File: config.mk
export PLATFORM = sky130hd
export DESIGN_NAME = cpu6502_alu_sequencer
export DESIGN_NICKNAME = d
export VERILOG_FILES = /design/src/rtl/cpu6502_alu_sequencer.sv
export SDC_FILE = /design/constraint.sdc
export NUM_CORES = 1
export LEC_CHECK = 0
export CAP_MARGIN = 20
export CORE_MARGIN = 2
export CORE_UTILIZATION = 32
export DETAILED_ROUTE_END_ITERATION = 6
export SLEW_MARGIN = 30
export SYNTH_ARGS = -nofsm -noshare
export SYNTH_HDL_FRONTEND = slang
export SYNTH_SLANG_ARGS = --single-unit
File: constraint.sdc
create_clock -name clk -period 4.23 [get_ports clk]
set_clock_uncertainty 0.1 [all_clocks]
set_input_delay 0.846 -clock clk [delete_from_list [all_inputs] [get_ports clk]]
set_output_delay 0.846 -clock clk [all_outputs]
set_load 0.03 [all_outputs]
File: src/rtl/cpu6502_alu_sequencer.sv
// Multicycle fetch/decode/execute sequencer for the 6502 group-one opcode
// subset (ORA/AND/EOR/ADC/STA/LDA/CMP in immediate, zero-page and absolute
// modes). The arithmetic is done by an external combinational ALU; this block
// owns the architectural state and the memory handshake.
module cpu6502_alu_sequencer #(
  parameter logic [15:0] RESET_PC = 16'h0200
) (
  input  logic        clk,
  input  logic        reset,
  output logic        mem_req,
  output logic        mem_we,
  output logic [15:0] mem_addr,
  output logic [7:0]  mem_wdata,
  input  logic        mem_ack,
  input  logic [7:0]  mem_rdata,
  output logic [4:0]  alu_operation,
  output logic [7:0]  alu_operand1,
  output logic [7:0]  alu_operand2,
  output logic        alu_carry_in,
  input  logic [7:0]  alu_result,
  input  logic        alu_carry_out,
  output logic [7:0]  reg_a,
  output logic        flag_c,
  output logic        flag_z,
  output logic        flag_n,
  output logic [15:0] pc,
  output logic        halted
);

  typedef enum logic [2:0] {
    FETCH_OP,
    FETCH_LO,
    FETCH_HI,
    READ_OPND,
    EXECUTE,
    WRITE,
    HALT
  } state_t;

  state_t      state_reg, state_next;
  // Cleared by reset so the cycle right after a reset edge never requests,
  // which also makes a stray ack in that cycle harmless.
  logic        run_reg;
  logic [15:0] pc_reg, pc_next;
  logic [7:0]  a_reg, a_next;
  logic [7:0]  opcode_reg, opcode_next;
  logic [7:0]  operand_reg, operand_next;
  logic [7:0]  lo_reg, lo_next;
  logic [7:0]  hi_reg, hi_next;
  logic        c_reg, c_next;
  logic        z_reg, z_next;
  logic        n_reg, n_next;

  logic        xfer_done;
  logic [2:0]  bbb;
  logic        is_sta;
  logic        is_cmp;
  logic [7:0]  cmp_diff;
  logic [15:0] eff_addr;

  // Anything outside the supported group-one subset stops the machine;
  // 8'h89 would be "STA immediate", which has no meaning.
  function automatic logic is_illegal(input logic [7:0] op);
    logic bad_mode;
    bad_mode = (op[4:2] != 3'b001) && (op[4:2] != 3'b010) && (op[4:2] != 3'b011);
    return (op[1:0] != 2'b01) || (op[7:5] == 3'b111) || bad_mode || (op == 8'h89);
  endfunction

  assign bbb      = opcode_reg[4:2];
  assign is_sta   = (opcode_reg[7:5] == 3'b100);
  assign is_cmp   = (opcode_reg[7:5] == 3'b110);
  assign cmp_diff = a_reg - operand_reg;
  // Zero-page mode clears hi when lo is fetched, so one form serves both.
  assign eff_addr = {hi_reg, lo_reg};

  assign mem_req = run_reg && ((state_reg == FETCH_OP) || (state_reg == FETCH_LO) ||
                               (state_reg == FETCH_HI) || (state_reg == READ_OPND) ||
                               (state_reg == WRITE));
  assign xfer_done = mem_req && mem_ack;

  assign alu_operation = {opcode_reg[7:5], opcode_reg[1:0]};
  assign alu_operand1  = a_reg;
  assign alu_operand2  = operand_reg;
  assign alu_carry_in  = c_reg;

  assign reg_a  = a_reg;
  assign flag_c = c_reg;
  assign flag_z = z_reg;
  assign flag_n = n_reg;
  assign pc     = pc_reg;
  assign halted = (state_reg == HALT);

  // Next-state, bus drive and architectural updates; bus fields depend only
  // on registered state so they stay put while a transfer is waiting.
  always_comb begin
    state_next   = state_reg;
    pc_next      = pc_reg;
    a_next       = a_reg;
    opcode_next  = opcode_reg;
    operand_next = operand_reg;
    lo_next      = lo_reg;
    hi_next      = hi_reg;
    c_next       = c_reg;
    z_next       = z_reg;
    n_next       = n_reg;
    mem_addr     = pc_reg;
    mem_we       = 1'b0;
    mem_wdata    = 8'h00;

    case (state_reg)
      FETCH_OP: begin
        if (xfer_done) begin
          pc_next     = pc_reg + 16'd1;
          opcode_next = mem_rdata;
          state_next  = is_illegal(mem_rdata) ? HALT : FETCH_LO;
        end
      end
      FETCH_LO: begin
        if (xfer_done) begin
          pc_next = pc_reg + 16'd1;
          if (bbb == 3'b010) begin
            operand_next = mem_rdata;
            state_next   = EXECUTE;
          end else begin
            lo_next = mem_rdata;
            hi_next = 8'h00;
            if (bbb == 3'b011) begin
              state_next = FETCH_HI;
            end else begin
              state_next = is_sta ? WRITE : READ_OPND;
            end
          end
        end
      end
      FETCH_HI: begin
        if (xfer_done) begin
          pc_next    = pc_reg + 16'd1;
          hi_next    = mem_rdata;
          state_next = is_sta ? WRITE : READ_OPND;
        end
      end
      READ_OPND: begin
        mem_addr = eff_addr;
        if (xfer_done) begin
          operand_next = mem_rdata;
          state_next   = EXECUTE;
        end
      end
      EXECUTE: begin
        c_next = alu_carry_out;
        if (is_cmp) begin
          z_next = (a_reg == operand_reg);
          n_next = cmp_diff[7];
        end else begin
          a_next = alu_result;
          z_next = (alu_result == 8'h00);
          n_next = alu_result[7];
        end
        state_next = FETCH_OP;
      end
      WRITE: begin
        mem_addr  = eff_addr;
        mem_we    = 1'b1;
        mem_wdata = a_reg;
        if (xfer_done) begin
          state_next = FETCH_OP;
        end
      end
      HALT: begin
        state_next = HALT;
      end
      default: begin
        state_next = FETCH_OP;
      end
    endcase
  end

  // State register with synchronous reset.
  always_ff @(posedge clk) begin
    if (reset) begin
      state_reg   <= FETCH_OP;
      run_reg     <= 1'b0;
      pc_reg      <= RESET_PC;
      a_reg       <= 8'h00;
      opcode_reg  <= 8'h00;
      operand_reg <= 8'h00;
      lo_reg      <= 8'h00;
      hi_reg      <= 8'h00;
      c_reg       <= 1'b0;
      z_reg       <= 1'b0;
      n_reg       <= 1'b0;
    end else begin
      state_reg   <= state_next;
      run_reg     <= 1'b1;
      pc_reg      <= pc_next;
      a_reg       <= a_next;
      opcode_reg  <= opcode_next;
      operand_reg <= operand_next;
      lo_reg      <= lo_next;
      hi_reg      <= hi_next;
      c_reg       <= c_next;
      z_reg       <= z_next;
      n_reg       <= n_next;
    end
  end

endmodule

Run 1, routed metal per tile:
The bar under the picture is 20 um long. The die is cut into 21 by 21 equal tiles; dark blue is low, red is high, scaled to the fullest tile. Values are wire area over tile area, all layers added.
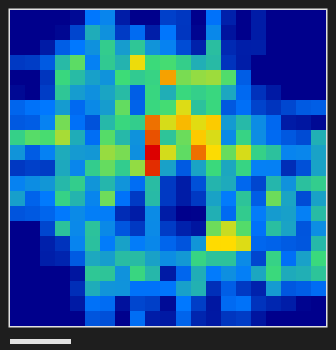
densest ninth of the die: centre
mean over tiles: 0.12
nearly empty tiles: 18%
fullest tile: 0.48
emptiest ninth of the die: north-east
tiles over half the peak: 10%

Run 1, metal 3:
The bar under the picture is 20 um long.
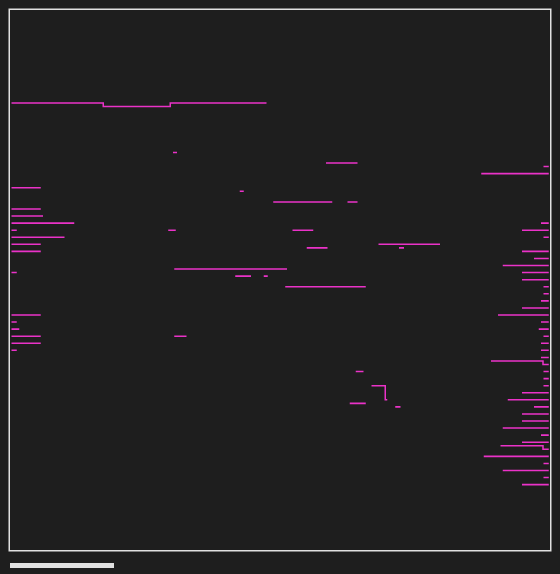
longest straight run: 21.4 um
share of all routed wire: 4.3%
nets with wire on the layer: 64
wire length on this layer: 368 um
main direction: horizontal
met3 Usage GRT: 0.0332
Final Routed Wirelength: 8550 um
overall via count from detail_route: 2817

==> run summary, run 1 <==
fresh numbers from the pnr run: share of the core filled with cells 0.447, largest cells by area after synthesis sky130_fd_sc_hd__dfxtp_1 (39%), sky130_fd_sc_hd__mux2i_1 (7.5%), sky130_fd_sc_hd__mux2_2 (5.6%), sky130_fd_sc_hd__nor2_1 (5.1%), sky130_fd_sc_hd__a21oi_1 (4.2%), router iterations before antenna repair 4, most common library cell in the layout ignoring fill and taps sky130_fd_sc_hd__clkdlybuf4s50_1, global router's overall resource usage 0.157, largest fanout on the critical path 17, Placement Rows 36, share of the final layout cell area in sequential cells 0.290, worst vdd ir 152 uV, number of DRC markers after the initial detailed-route iteration 99, number of top-level pins 96, Detail Route met3 WL 368 um, share of flip-flops with an asynchronous set or reset after synthesis 0, Area growth syn-to-layout 36.1%, pin count of the biggest net entering global routing 34, CP Depth 4, number of cells on the worst hold path 2, fraction of power consumed by the clock network 0.400, master of the slowest instance on the critical path sky130_fd_sc_hd__dfxtp_1, max-slew violation count 0, tightest slew margin relative to the limit 0.504, cell accounting for the most synthesized area sky130_fd_sc_hd__dfxtp_1, Logic family by area simple AND/OR/NAND/NOR gates, final routed wire length divided by cell count 14.6 um, terminus of the critical flop-to-flop path pc[11], Comb power frac 0.126, number of cell instances after yosys synthesis 370, area fraction in full adders, half adders and majority gates 0.0313, Non-Filler Instances 585, Finish-stage setup viols 0, min cycle time layout 3.68 ns, total grt overflow 0, simple share 0.234, fraction of the cycle the final worst path needs 0.870, share of the synthesized area in the top cell type 0.395, Die Footprint 0.0108 mm2, synthesized instance count 370, H-Tree Level Count 3, DR top layer met4, floorplan core area 0.00973 mm2, delay of the slowest critical-path stage 0.66 ns, launching element type of the critical path register, non-clock buffer contribution to total cell area 0.221, area of placed instances 0.00415 mm2, Leak Pwr 1.68 nW, arrival time at the worst endpoint 2.73 ns, combinational cell power 0.166 mW, flip-flop and latch count after synthesis 63, Non-Clock Inverter Count 12, total power divided by cell area 303 mW/mm2, net switching share of the total power 0.268, end point of the worst hold path opcode_reg[1], total power draw 1.32 mW, detailed-route wire length on metal 1 4100 um, number of tap cells inserted 133, post-synth tally of flip-flops with integrated enable 0, number of flip-flops and latches 63, reg-to-reg critical path startpoint state_reg[2], global-route wire length before repair 13500 um, gate family responsible for the most delay along the worst path flip-flops, cell types with the highest counts after synthesis sky130_fd_sc_hd__dfxtp_1 (63), sky130_fd_sc_hd__nor2_1 (43), sky130_fd_sc_hd__nand2_1 (36), status complete, no violations, clock slew at the register clock pins of the worst setup and hold paths 0.07 ns, fraction of area in clock buffers and inverters 0.0458, Worst Path Required 3.28 ns, vias in the first global route 2600, peak clock frequency supported by timing 272 MHz, Post-CTS Hold Buffers 0, post-route worst setup slack 0.551 ns, Post-Layout Inst Area 0.00435 mm2, floorplan net count 398, initial antenna violation count 0, part of the total power dissipated in sequential elements 0.474, multi-input gate share of total cell area 0.394, actual slew at the worst max-slew pin 0.743 ns, hold path startpoint opcode_reg[1]
Run 1, clock wiring as the flow saved it:
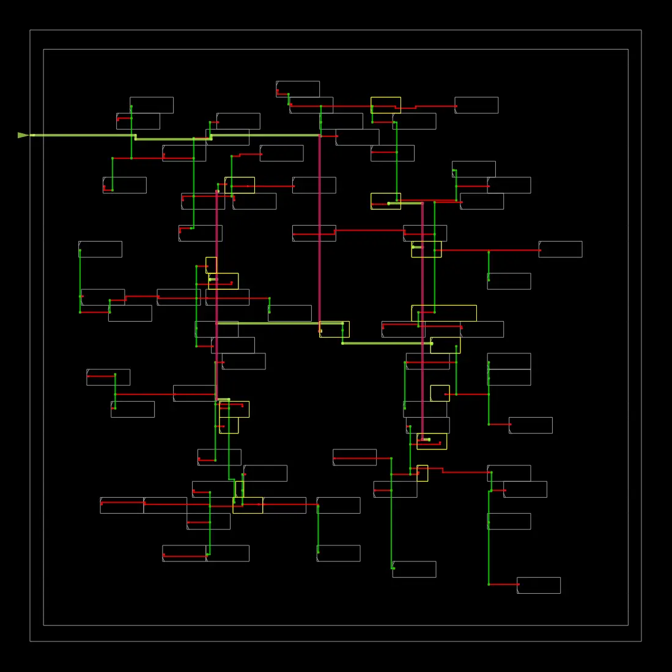
Clock Sinks: 63
number of buffers added by the clock tree synthesis step: 9
layout clock buffer count: 11
Clock Latency Late Sink: 0.34 ns
power consumed by the clock network: 0.526 mW

Run 1, cell classes on the final placement:
Fill, decap, tap and diode cells in grey.
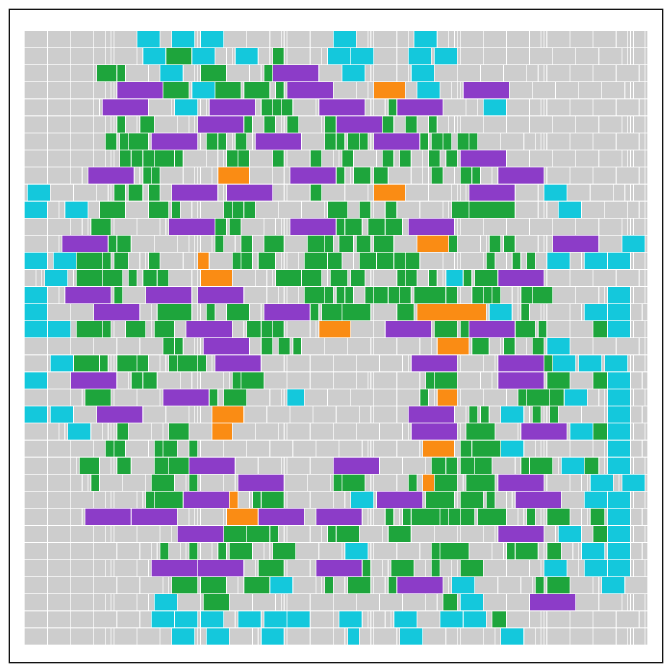
| class | colour | cells | share of their area |
|---|---|---|---|
| sequential cells | purple | 63 | 30% |
| remaining buffers and delay cells | cyan | 97 | 23% |
| clock drivers and dummy loads | orange | 16 | 4.8% |
| combinational and other logic | green | 276 | 42% |

Run 1, met1 routing:
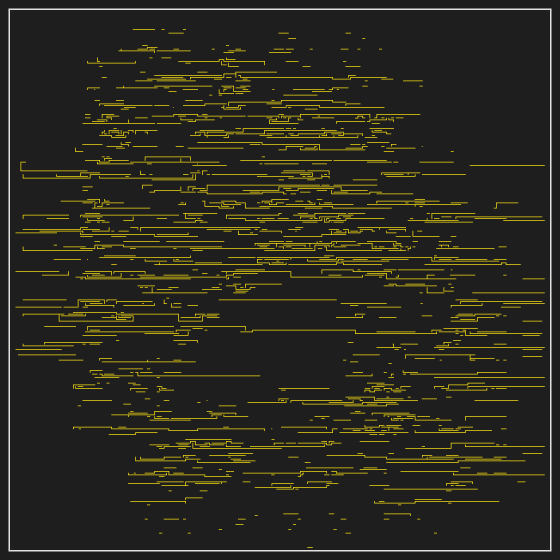

==> run 1 -> run 2 <==
==> constraint.sdc (replaced) <==
create_clock -name clk -period 3.45 [get_ports clk]
set_clock_uncertainty 0.1 [all_clocks]
set_input_delay 0.69 -clock clk [delete_from_list [all_inputs] [get_ports clk]]
set_output_delay 0.69 -clock clk [all_outputs]
set_load 0.03 [all_outputs]
Run 2, met1 routing:
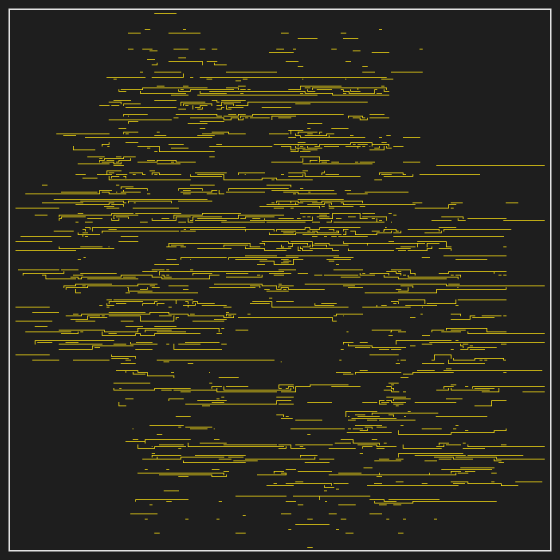
main direction: horizontal
nets with wire on the layer: 423

==> run 2 against run 1 <==
Synthesized cell count unchanged. Utilization up 0.30 points. Cell count up 0.85%. Area after synthesis unchanged. Total power up 22%. Sequential power up 22%. Final area up 0.66%. Routed wire length up 0.53%. Count of clock-buffer cells in the layout up 1. Critical path type unchanged. Highest routed layer unchanged.
==> run summary, run 2 <==
fresh numbers from the pnr run: Die Footprint 0.0108 mm2, Leak Pwr 1.70 nW, initial antenna violation count 0, synthesized instance count 370, number of cell instances after yosys synthesis 370, Finish-stage setup viols 0, CP Depth 4, cell accounting for the most synthesized area sky130_fd_sc_hd__dfxtp_1, multi-input gate share of total cell area 0.392, Comb power frac 0.135, peak clock frequency supported by timing 334 MHz, area of placed instances 0.00419 mm2, Placement Rows 36, number of buffers added by the clock tree synthesis step 9, number of top-level pins 96, total power divided by cell area 366 mW/mm2, router iterations before antenna repair 4, Logic family by area simple AND/OR/NAND/NOR gates, reg-to-reg critical path startpoint alu_operand2[4], post-route worst setup slack 0.454 ns, gate family responsible for the most delay along the worst path buffers and inverters, Clock Sinks 63, launching element type of the critical path register, total grt overflow 0, share of the core filled with cells 0.450, pin count of the biggest net entering global routing 35, most common library cell in the layout ignoring fill and taps sky130_fd_sc_hd__clkdlybuf4s50_1, Clock Latency Late Sink 0.34 ns, floorplan core area 0.00973 mm2, share of flip-flops with an asynchronous set or reset after synthesis 0, vias in the first global route 2657, Non-Clock Inverter Count 12, clock slew at the register clock pins of the worst setup and hold paths 0.07 ns, Non-Filler Instances 590, arrival time at the worst endpoint 2.21 ns, detailed-route wire length on metal 1 4050 um, Detail Route met3 WL 442 um, status complete, no violations
Run 2, metal 3:
The bar under the picture is 20 um long.
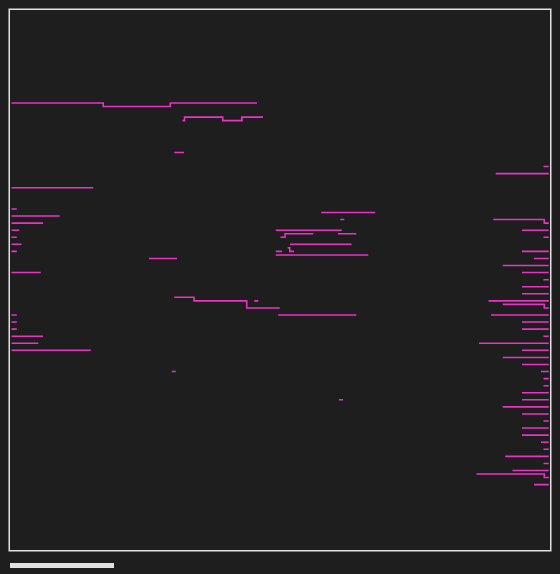
wire length on this layer: 443 um
main direction: horizontal
nets with wire on the layer: 64
share of all routed wire: 5.1%
longest straight run: 17.5 um
Final Routed Wirelength: 8590 um
overall via count from detail_route: 2865
met3 Usage GRT: 0.0407

Run 2, cell classes on the final placement:
Fill, decap, tap and diode cells in grey.
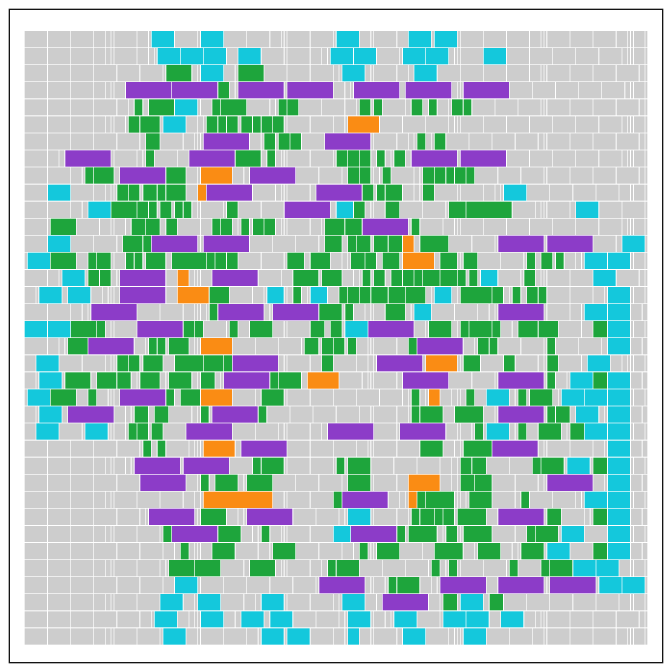

==> run 2 -> run 3 <==
--- a/config.mk
+++ b/config.mk
@@ -6,8 +6,9 @@
 export NUM_CORES = 1
 export LEC_CHECK = 0
 export CAP_MARGIN = 20
-export CORE_MARGIN = 2
+export CORE_MARGIN = 10
 export CORE_UTILIZATION = 32
+export CTS_BUF_LIST = sky130_fd_sc_hd__clkbuf_8
 export DETAILED_ROUTE_END_ITERATION = 6
 export SLEW_MARGIN = 30
 export SYNTH_ARGS = -nofsm -noshare
Run 3, cell classes on the final placement:
Fill, decap, tap and diode cells in grey.
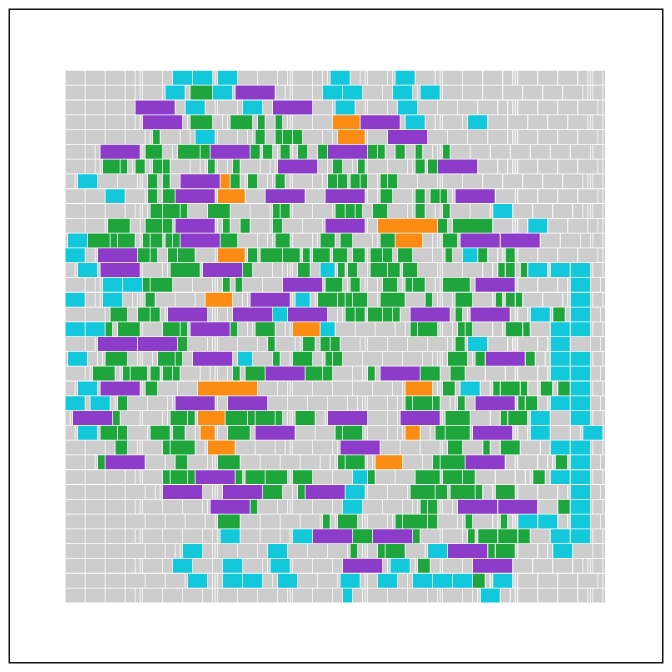
| class | colour | cells | share of their area |
|---|---|---|---|
| combinational and other logic | green | 276 | 41% |
| sequential cells | purple | 63 | 30% |
| remaining buffers and delay cells | cyan | 102 | 23% |
| clock drivers and dummy loads | orange | 16 | 5.4% |

==> run 3 against run 2 <==
Setup slack lost 0.065 ns. Final area grew 0.94%. Cell count is the same. Largest cell class unchanged. Largest power group unchanged.
==> run summary, run 3 <==
fresh numbers from the pnr run: pin count of the biggest net entering global routing 36, peak clock frequency supported by timing 327 MHz, gate family responsible for the most delay along the worst path buffers and inverters, min cycle time layout 3.06 ns, tightest slew margin relative to the limit 0.599, Non-Filler Instances 590, Clock Sinks 63, Logic family by area simple AND/OR/NAND/NOR gates, Die Footprint 0.0144 mm2, effective utilization at floorplan 0.328, flip-flop and latch count after synthesis 63, global-route wire length before repair 15300 um, multi-input gate share of total cell area 0.388, clock slew at the register clock pins of the worst setup and hold paths 0.07 ns, fraction of the cycle the final worst path needs 0.887, Leak Pwr 1.71 nW, number of tap cells inserted 133, Area growth syn-to-layout 38.3%, delay of the slowest critical-path stage 0.60 ns, max-slew violation count 0, Comb power frac 0.126, synthesized instance count 370, Detail Route met3 WL 705 um, total grt overflow 0, status complete, no violations, Placement Rows 36, number of cell instances after yosys synthesis 370, number of cells on the worst hold path 2, terminus of the critical flop-to-flop path pc[5], met3 Usage GRT 0.0413, actual slew at the worst max-slew pin 0.600 ns, global router's overall resource usage 0.131, arrival time at the worst endpoint 2.27 ns, largest fanout on the critical path 11, reg-to-reg critical path startpoint state_reg[2], worst vdd ir 217 uV, post-route worst setup slack 0.389 ns, hold path startpoint opcode_reg[2], floorplan net count 398, non-clock buffer contribution to total cell area 0.226, total power divided by cell area 389 mW/mm2, area fraction in full adders, half adders and majority gates 0.0313, share of the final layout cell area in sequential cells 0.286, Post-Place Worst Slack 0.727 ns, mean cell area of the mapped netlist 8.63 um2, combinational cell power 0.217 mW, cell types with the highest counts after synthesis sky130_fd_sc_hd__dfxtp_1 (63), sky130_fd_sc_hd__nor2_1 (43), sky130_fd_sc_hd__nand2_1 (36), fraction of area in clock buffers and inverters 0.0524, number of buffers added by the clock tree synthesis step 9, fraction of power consumed by the clock network 0.434, CP Depth 5, total power draw 1.72 mW, number of top-level pins 96, final routed wire length divided by cell count 16.1 um, net switching share of the total power 0.258, simple share 0.234, area fraction in mux cells 0.132, area of placed instances 0.00419 mm2, vias in the first global route 2860, share of the core filled with cells 0.454, power consumed by the clock network 0.747 mW, overall via count from detail_route 2831, post-synth tally of flip-flops with integrated enable 0, end point of the worst hold path opcode_reg[2], most common library cell in the layout ignoring fill and taps sky130_fd_sc_hd__clkdlybuf4s50_1, DR top layer met4, layout clock buffer count 11, Post-Layout Inst Area 0.00442 mm2, clock tree from TritonCTS yes, Final Routed Wirelength 9490 um, cell accounting for the most synthesized area sky130_fd_sc_hd__dfxtp_1, router iterations before antenna repair 4, nets 480, share of the synthesized area in the top cell type 0.395, share of flip-flops with an asynchronous set or reset after synthesis 0, Finish-stage setup viols 0
Run 3, met1 routing:
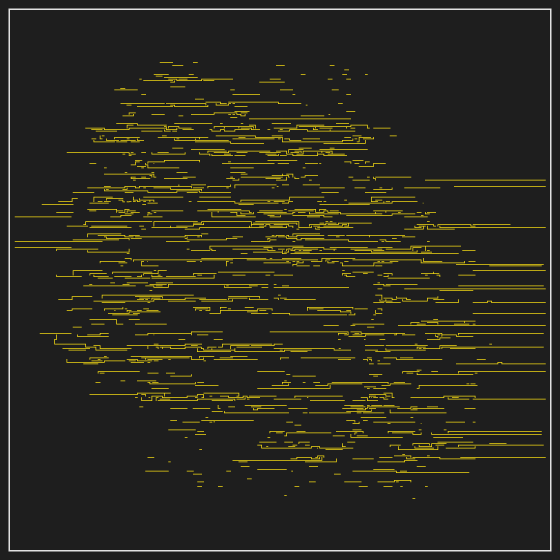
nets with wire on the layer: 425
wire length on this layer: 4280 um
main direction: horizontal
longest straight run: 37.3 um

Power and IR drop assume default switching activity.
